$ cat src/rtl/ping_pong_reader_w.sv
// Read-side controller for the WEST ping-pong buffer feeding the Qn x KnT matmul.
// Streams row-block-0/row-block-1 word pairs of the filled bank NUM_PASSES times
// through a 2-entry output FIFO, then hands the bank back to the writer.

package top_pkg;
    localparam int unsigned TOP_CHUNK_SIZE = 4;
endpackage

module ping_pong_reader_w #(
    parameter int unsigned WIDTH         = 16,
    parameter int unsigned NUM_CORES_A   = 2,
    parameter int unsigned NUM_CORES_B   = 1,
    parameter int unsigned COL_X         = 16,
    parameter int unsigned TOTAL_INPUT_W = 2,
    parameter int unsigned NUM_PASSES    = 2,
    localparam int unsigned MODULE_WIDTH = WIDTH * top_pkg::TOP_CHUNK_SIZE * NUM_CORES_A * NUM_CORES_B,
    localparam int unsigned ADDR_WIDTH   = $clog2(COL_X * TOTAL_INPUT_W),
    localparam int unsigned PASS_W       = $clog2(NUM_PASSES) + 1
) (
    input  logic                    clk,
    input  logic                    rst_n,
    input  logic [1:0]              bank_filled,
    output logic [1:0]              bank_released,
    output logic                    bank0_ena,
    output logic                    bank0_enb,
    output logic                    bank0_wea,
    output logic                    bank0_web,
    output logic [ADDR_WIDTH-1:0]   bank0_addra,
    output logic [ADDR_WIDTH-1:0]   bank0_addrb,
    input  logic [MODULE_WIDTH-1:0] bank0_douta,
    input  logic [MODULE_WIDTH-1:0] bank0_doutb,
    output logic                    bank1_ena,
    output logic                    bank1_enb,
    output logic                    bank1_wea,
    output logic                    bank1_web,
    output logic [ADDR_WIDTH-1:0]   bank1_addra,
    output logic [ADDR_WIDTH-1:0]   bank1_addrb,
    input  logic [MODULE_WIDTH-1:0] bank1_douta,
    input  logic [MODULE_WIDTH-1:0] bank1_doutb,
    output logic                    m_valid,
    input  logic                    m_ready,
    output logic [MODULE_WIDTH-1:0] m_data_a,
    output logic [MODULE_WIDTH-1:0] m_data_b,
    output logic                    m_first,
    output logic                    m_last,
    output logic [PASS_W-1:0]       m_pass_idx,
    output logic                    busy,
    output logic                    overflow_err
);

    localparam int unsigned K_W    = (COL_X > 1) ? $clog2(COL_X) : 1;
    localparam int unsigned TAG_W  = 2 + PASS_W;
    localparam int unsigned BEAT_W = 2 * MODULE_WIDTH + TAG_W;
    localparam logic [K_W-1:0]    K_LAST    = K_W'(COL_X - 1);
    localparam logic [PASS_W-1:0] PASS_LAST = PASS_W'(NUM_PASSES - 1);

    if (TOTAL_INPUT_W != 2) begin : g_bad_total_input_w
        $error("ping_pong_reader_w: TOTAL_INPUT_W must be 2");
    end

    typedef enum logic [1:0] {
        S_IDLE,
        S_READ,
        S_DRAIN,
        S_RELEASE
    } state_t;

    state_t              state_q, state_d;
    logic [1:0]          full_q, full_d;
    logic                cur_bank_q, cur_bank_d;
    logic [K_W-1:0]      k_q, k_d;
    logic [PASS_W-1:0]   pass_q, pass_d;
    logic                ovf_q, ovf_d;

    // Read issued last cycle: its data is on the RAM outputs this cycle.
    logic                infl_q;
    logic                infl_bank_q;
    logic [TAG_W-1:0]    infl_tag_q;

    logic [BEAT_W-1:0]   fifo_q [2];
    logic                rd_ptr_q, rd_ptr_d;
    logic                wr_ptr_q, wr_ptr_d;
    logic [1:0]          count_q, count_d;

    logic                issue;
    logic                pop;
    logic                push;
    logic                pop_fifo;
    logic [2:0]          occ;
    logic [BEAT_W-1:0]   ram_beat;
    logic [BEAT_W-1:0]   head_beat;
    logic [ADDR_WIDTH-1:0] addr_a;
    logic [ADDR_WIDTH-1:0] addr_b;

    assign ram_beat = {infl_bank_q ? bank1_douta : bank0_douta,
                       infl_bank_q ? bank1_doutb : bank0_doutb,
                       infl_tag_q};

    // Output head: stored entry first; an empty FIFO forwards the in-flight RAM word
    // directly so the first beat appears the cycle after issue. An unaccepted
    // forwarded word is still pushed, so it stays stable from the FIFO afterwards.
    always_comb begin
        head_beat = '0;
        if (count_q != 2'd0) begin
            head_beat = fifo_q[rd_ptr_q];
        end else if (infl_q) begin
            head_beat = ram_beat;
        end
    end

    assign m_valid = (count_q != 2'd0) | infl_q;
    assign {m_data_a, m_data_b, m_first, m_last, m_pass_idx} = head_beat;
    assign pop = m_valid & m_ready;

    // Issue gate: occupancy after this cycle (stored - popped + in flight) stays below 2.
    always_comb begin
        occ   = 3'(count_q) + 3'(infl_q) - 3'(pop);
        issue = (state_q == S_READ) && (occ < 3'd2);
    end

    // FIFO pointer and count bookkeeping.
    always_comb begin
        push     = infl_q & ~((count_q == 2'd0) & pop);
        pop_fifo = pop & (count_q != 2'd0);
        wr_ptr_d = push ? ~wr_ptr_q : wr_ptr_q;
        rd_ptr_d = pop_fifo ? ~rd_ptr_q : rd_ptr_q;
        count_d  = count_q + 2'(push) - 2'(pop_fifo);
    end

    // FIFO storage and pointers.
    always_ff @(posedge clk or negedge rst_n) begin
        if (!rst_n) begin
            for (int unsigned i = 0; i < 2; i++) begin
                fifo_q[i] <= '0;
            end
            wr_ptr_q <= 1'b0;
            rd_ptr_q <= 1'b0;
            count_q  <= '0;
        end else begin
            if (push) begin
                fifo_q[wr_ptr_q] <= ram_beat;
            end
            wr_ptr_q <= wr_ptr_d;
            rd_ptr_q <= rd_ptr_d;
            count_q  <= count_d;
        end
    end

    // In-flight tracking: bank and beat tags captured at issue time.
    always_ff @(posedge clk or negedge rst_n) begin
        if (!rst_n) begin
            infl_q      <= 1'b0;
            infl_bank_q <= 1'b0;
            infl_tag_q  <= '0;
        end else begin
            infl_q <= issue;
            if (issue) begin
                infl_bank_q <= cur_bank_q;
                infl_tag_q  <= {k_q == '0, k_q == K_LAST, pass_q};
            end
        end
    end

    // Next-state logic: FSM, beat/pass counters, full flags and overflow.
    always_comb begin
        state_d       = state_q;
        cur_bank_d    = cur_bank_q;
        k_d           = k_q;
        pass_d        = pass_q;
        full_d        = full_q;
        bank_released = '0;
        unique case (state_q)
            S_IDLE: begin
                if (full_q[cur_bank_q]) begin
                    k_d     = '0;
                    pass_d  = '0;
                    state_d = S_READ;
                end else if (full_q[~cur_bank_q]) begin
                    // Current bank empty but the other one is ready: read that one
                    // instead of stalling on a bank the writer has not filled.
                    cur_bank_d = ~cur_bank_q;
                    k_d        = '0;
                    pass_d     = '0;
                    state_d    = S_READ;
                end
            end
            S_READ: begin
                if (issue) begin
                    if (k_q == K_LAST) begin
                        k_d = '0;
                        if (pass_q == PASS_LAST) begin
                            state_d = S_DRAIN;
                        end else begin
                            pass_d = pass_q + PASS_W'(1);
                        end
                    end else begin
                        k_d = k_q + K_W'(1);
                    end
                end
            end
            S_DRAIN: begin
                if ((count_q == 2'd0) && !infl_q) begin
                    state_d = S_RELEASE;
                end
            end
            S_RELEASE: begin
                bank_released[cur_bank_q] = 1'b1;
                full_d[cur_bank_q]        = 1'b0;
                cur_bank_d                = ~cur_bank_q;
                state_d                   = S_IDLE;
            end
            default: state_d = S_IDLE;
        endcase
        // A fill in the release cycle wins over the clear.
        full_d = full_d | bank_filled;
        ovf_d  = ovf_q | (|(bank_filled & full_q));
    end

    // Control state registers.
    always_ff @(posedge clk or negedge rst_n) begin
        if (!rst_n) begin
            state_q    <= S_IDLE;
            cur_bank_q <= 1'b0;
            k_q        <= '0;
            pass_q     <= '0;
            full_q     <= '0;
            ovf_q      <= 1'b0;
        end else begin
            state_q    <= state_d;
            cur_bank_q <= cur_bank_d;
            k_q        <= k_d;
            pass_q     <= pass_d;
            full_q     <= full_d;
            ovf_q      <= ovf_d;
        end
    end

    // RAM port drive: addresses only toward the bank being read, only on issue.
    always_comb begin
        addr_a      = issue ? ADDR_WIDTH'(k_q) : '0;
        addr_b      = issue ? (ADDR_WIDTH'(COL_X) + ADDR_WIDTH'(k_q)) : '0;
        bank0_ena   = issue & ~cur_bank_q;
        bank0_enb   = issue & ~cur_bank_q;
        bank1_ena   = issue & cur_bank_q;
        bank1_enb   = issue & cur_bank_q;
        bank0_addra = cur_bank_q ? '0 : addr_a;
        bank0_addrb = cur_bank_q ? '0 : addr_b;
        bank1_addra = cur_bank_q ? addr_a : '0;
        bank1_addrb = cur_bank_q ? addr_b : '0;
    end

    assign bank0_wea    = 1'b0;
    assign bank0_web    = 1'b0;
    assign bank1_wea    = 1'b0;
    assign bank1_web    = 1'b0;
    assign busy         = (state_q != S_IDLE);
    assign overflow_err = ovf_q;

endmodule

$ cat config.mk
export PLATFORM = sky130hd
export DESIGN_NAME = ping_pong_reader_w
export DESIGN_NICKNAME = d
export VERILOG_FILES = /design/src/rtl/ping_pong_reader_w.sv
export SDC_FILE = /design/constraint.sdc
export NUM_CORES = 1
export LEC_CHECK = 0
export CORE_AREA = 2 2 311 313
export CTS_CLUSTER_DIAMETER = 100
export DETAILED_ROUTE_END_ITERATION = 7
export DIE_AREA = 0 0 313 315
export PLACE_DENSITY_LB_ADDON = 0.05
export SLEW_MARGIN = 15
export SYNTH_ARGS = -nofsm -noshare
export SYNTH_HDL_FRONTEND = slang
export SYNTH_SLANG_ARGS = --single-unit
export TNS_END_PERCENT = 30
$ cat constraint.sdc
create_clock -name clk -period 4.3 [get_ports clk]
set_input_delay 0.86 -clock clk [delete_from_list [all_inputs] [get_ports clk]]
set_output_delay 0.86 -clock clk [all_outputs]
set_load 0.03 [all_outputs]
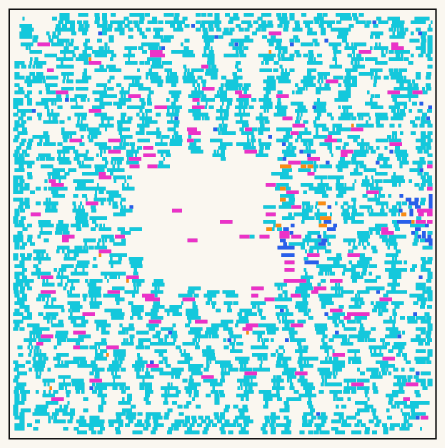
(images/drive_strength.png)
Cyan stands for drive 1 or less, cells 3237, share 93%. Blue stands for drive 3 to 4, cells 84, share 2.4%. Magenta stands for drive 6 and up, cells 129, share 3.7%. Orange stands for drive 2, cells 21, share 0.61%.

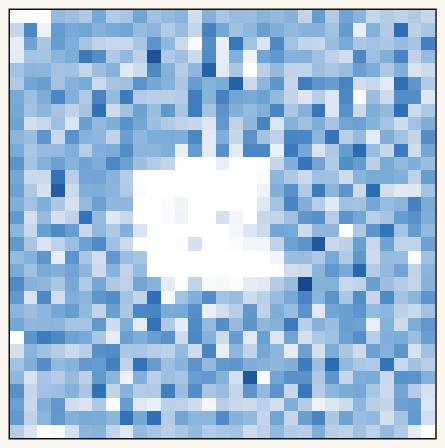
(images/density.png)
31 x 32 tiles, from white (low) to dark blue (high), 0 to 100% covered.
The fullest tile reaches 90%. The mean over all tiles is 38%. The emptiest ninth of the die: center.

==> flow_results.xml <==
<?xml version="1.0" encoding="UTF-8"?>
<metrics>
  <group name="outcome">
    <metric name="status" unit="">completed</metric>
  </group>
  <group name="cells_and_area">
    <metric name="final_cell_count_no_fill" unit="">4747</metric>
    <metric name="final_layout_top_logic_cells" unit="">clkdlybuf4s50_1 (778), dfrtp_1 (540), nand2_1 (528), mux2i_1 (517), o21ai_0 (406)</metric>
    <metric name="design.final.nets" unit="">3948</metric>
    <metric name="num-nonclk-inverters" unit="">15</metric>
    <metric name="n_all_buffers" unit="">878</metric>
    <metric name="area_share_clock_buf_inv" unit="">0.0597</metric>
    <metric name="dominant_cells" unit="">flip-flops and latches</metric>
    <metric name="layout_top_cell_excl_fill_tap" unit="">clkdlybuf4s50_1</metric>
  </group>
  <group name="synthesis">
    <metric name="edf_count" unit="">0</metric>
    <metric name="synth_dominant_cell_count" unit="">dfrtp_1</metric>
    <metric name="yosysCellCount" unit="">2718</metric>
    <metric name="ys_ff" unit="">542</metric>
    <metric name="synthTopCellsByCount" unit="">dfrtp_1 (542), nand2_1 (529), mux2i_1 (517), o21ai_0 (406), o22ai_1 (256)</metric>
    <metric name="synthFlopType" unit="">dfrtp_1</metric>
    <metric name="yosys-top-cells-area" unit="">dfrtp_1 (50%), mux2i_1 (19%), o21ai_0 (7.5%)</metric>
    <metric name="yosysTopAreaCellShare" unit="">0.504</metric>
    <metric name="synthDistinctLibCells" unit="">43</metric>
    <metric name="ys_area" unit="mm2">0.0269</metric>
    <metric name="synth.yosys.warnings" unit="">0</metric>
    <metric name="ys_seq_share" unit="">0.504</metric>
    <metric name="syn-cell-area" unit="mm2">0.0269</metric>
    <metric name="yosysTopAreaCell" unit="">dfrtp_1</metric>
  </group>
  <group name="grt">
    <metric name="use_met1" unit="">0.224</metric>
    <metric name="grt_first_pass_wirelength" unit="um">143000</metric>
    <metric name="fraction_of_met3_tracks_used_by_global_routing" unit="">0.0381</metric>
    <metric name="grt-ovfl-total" unit="">0</metric>
    <metric name="grt.total_usage" unit="">0.186</metric>
  </group>
  <group name="drt">
    <metric name="totalWireLength" unit="um">94700</metric>
    <metric name="drt_pass1_iterations" unit="">5</metric>
    <metric name="post_drt_antenna_nets" unit="">0</metric>
    <metric name="maxUsedRoutingLayer" unit="">met5</metric>
  </group>
  <group name="cts">
    <metric name="clock_tree.buffer_depth" unit="">3</metric>
    <metric name="insertion_delay" unit="ns">0.61</metric>
    <metric name="post_cts_buffers" unit="">0</metric>
  </group>
  <group name="die">
    <metric name="initial_core_util" unit="">0.281</metric>
    <metric name="row_count" unit="">114</metric>
    <metric name="core_region_area" unit="mm2">0.0957</metric>
    <metric name="die_height" unit="um">315</metric>
  </group>
  <group name="setup_path">
    <metric name="cpMaxStageDelayCell" unit="">or3_4</metric>
    <metric name="critical_path.reg2reg.startpoint" unit="">count_q[1]</metric>
    <metric name="start_kind" unit="">flip-flop</metric>
    <metric name="timing.critical_path.arrival" unit="ns">3.32</metric>
    <metric name="worst_case_reg_to_reg_path_depth" unit="">11</metric>
    <metric name="critical_path.top_delay_family" unit="">simple AND/OR/NAND/NOR gates</metric>
    <metric name="crit_end" unit="">bank1_addrb[3]</metric>
  </group>
  <group name="placement">
    <metric name="gpl.final_weighted_congestion" unit="">0.807</metric>
    <metric name="dp_hpwl" unit="um">65600</metric>
    <metric name="dpl_cell_area" unit="mm2">0.0362</metric>
    <metric name="post-place-cells" unit="">4623</metric>
  </group>
  <group name="power_and_ir_drop">
    <metric name="total_switching_power" unit="mW">14.3</metric>
    <metric name="pwr-share-seq" unit="">0.267</metric>
    <metric name="netSwitchingFraction" unit="">0.443</metric>
    <metric name="worst_ir_drop_vdd" unit="mV">0.509</metric>
    <metric name="power_density" unit="mW/mm2">835</metric>
  </group>
  <group name="flow_run">
    <metric name="openroad.warnings" unit="">49</metric>
    <metric name="drv.max_cap_violation_count" unit="">0</metric>
  </group>
  <group name="timing">
    <metric name="layout_worst_path_cycle_share" unit="">0.972</metric>
    <metric name="fin_worst_skew" unit="ns">0.0256</metric>
  </group>
  <group name="worst_hold_path">
    <metric name="hold_path_class" unit="">in -&gt; async</metric>
  </group>
</metrics>
Power and IR drop assume default switching activity.
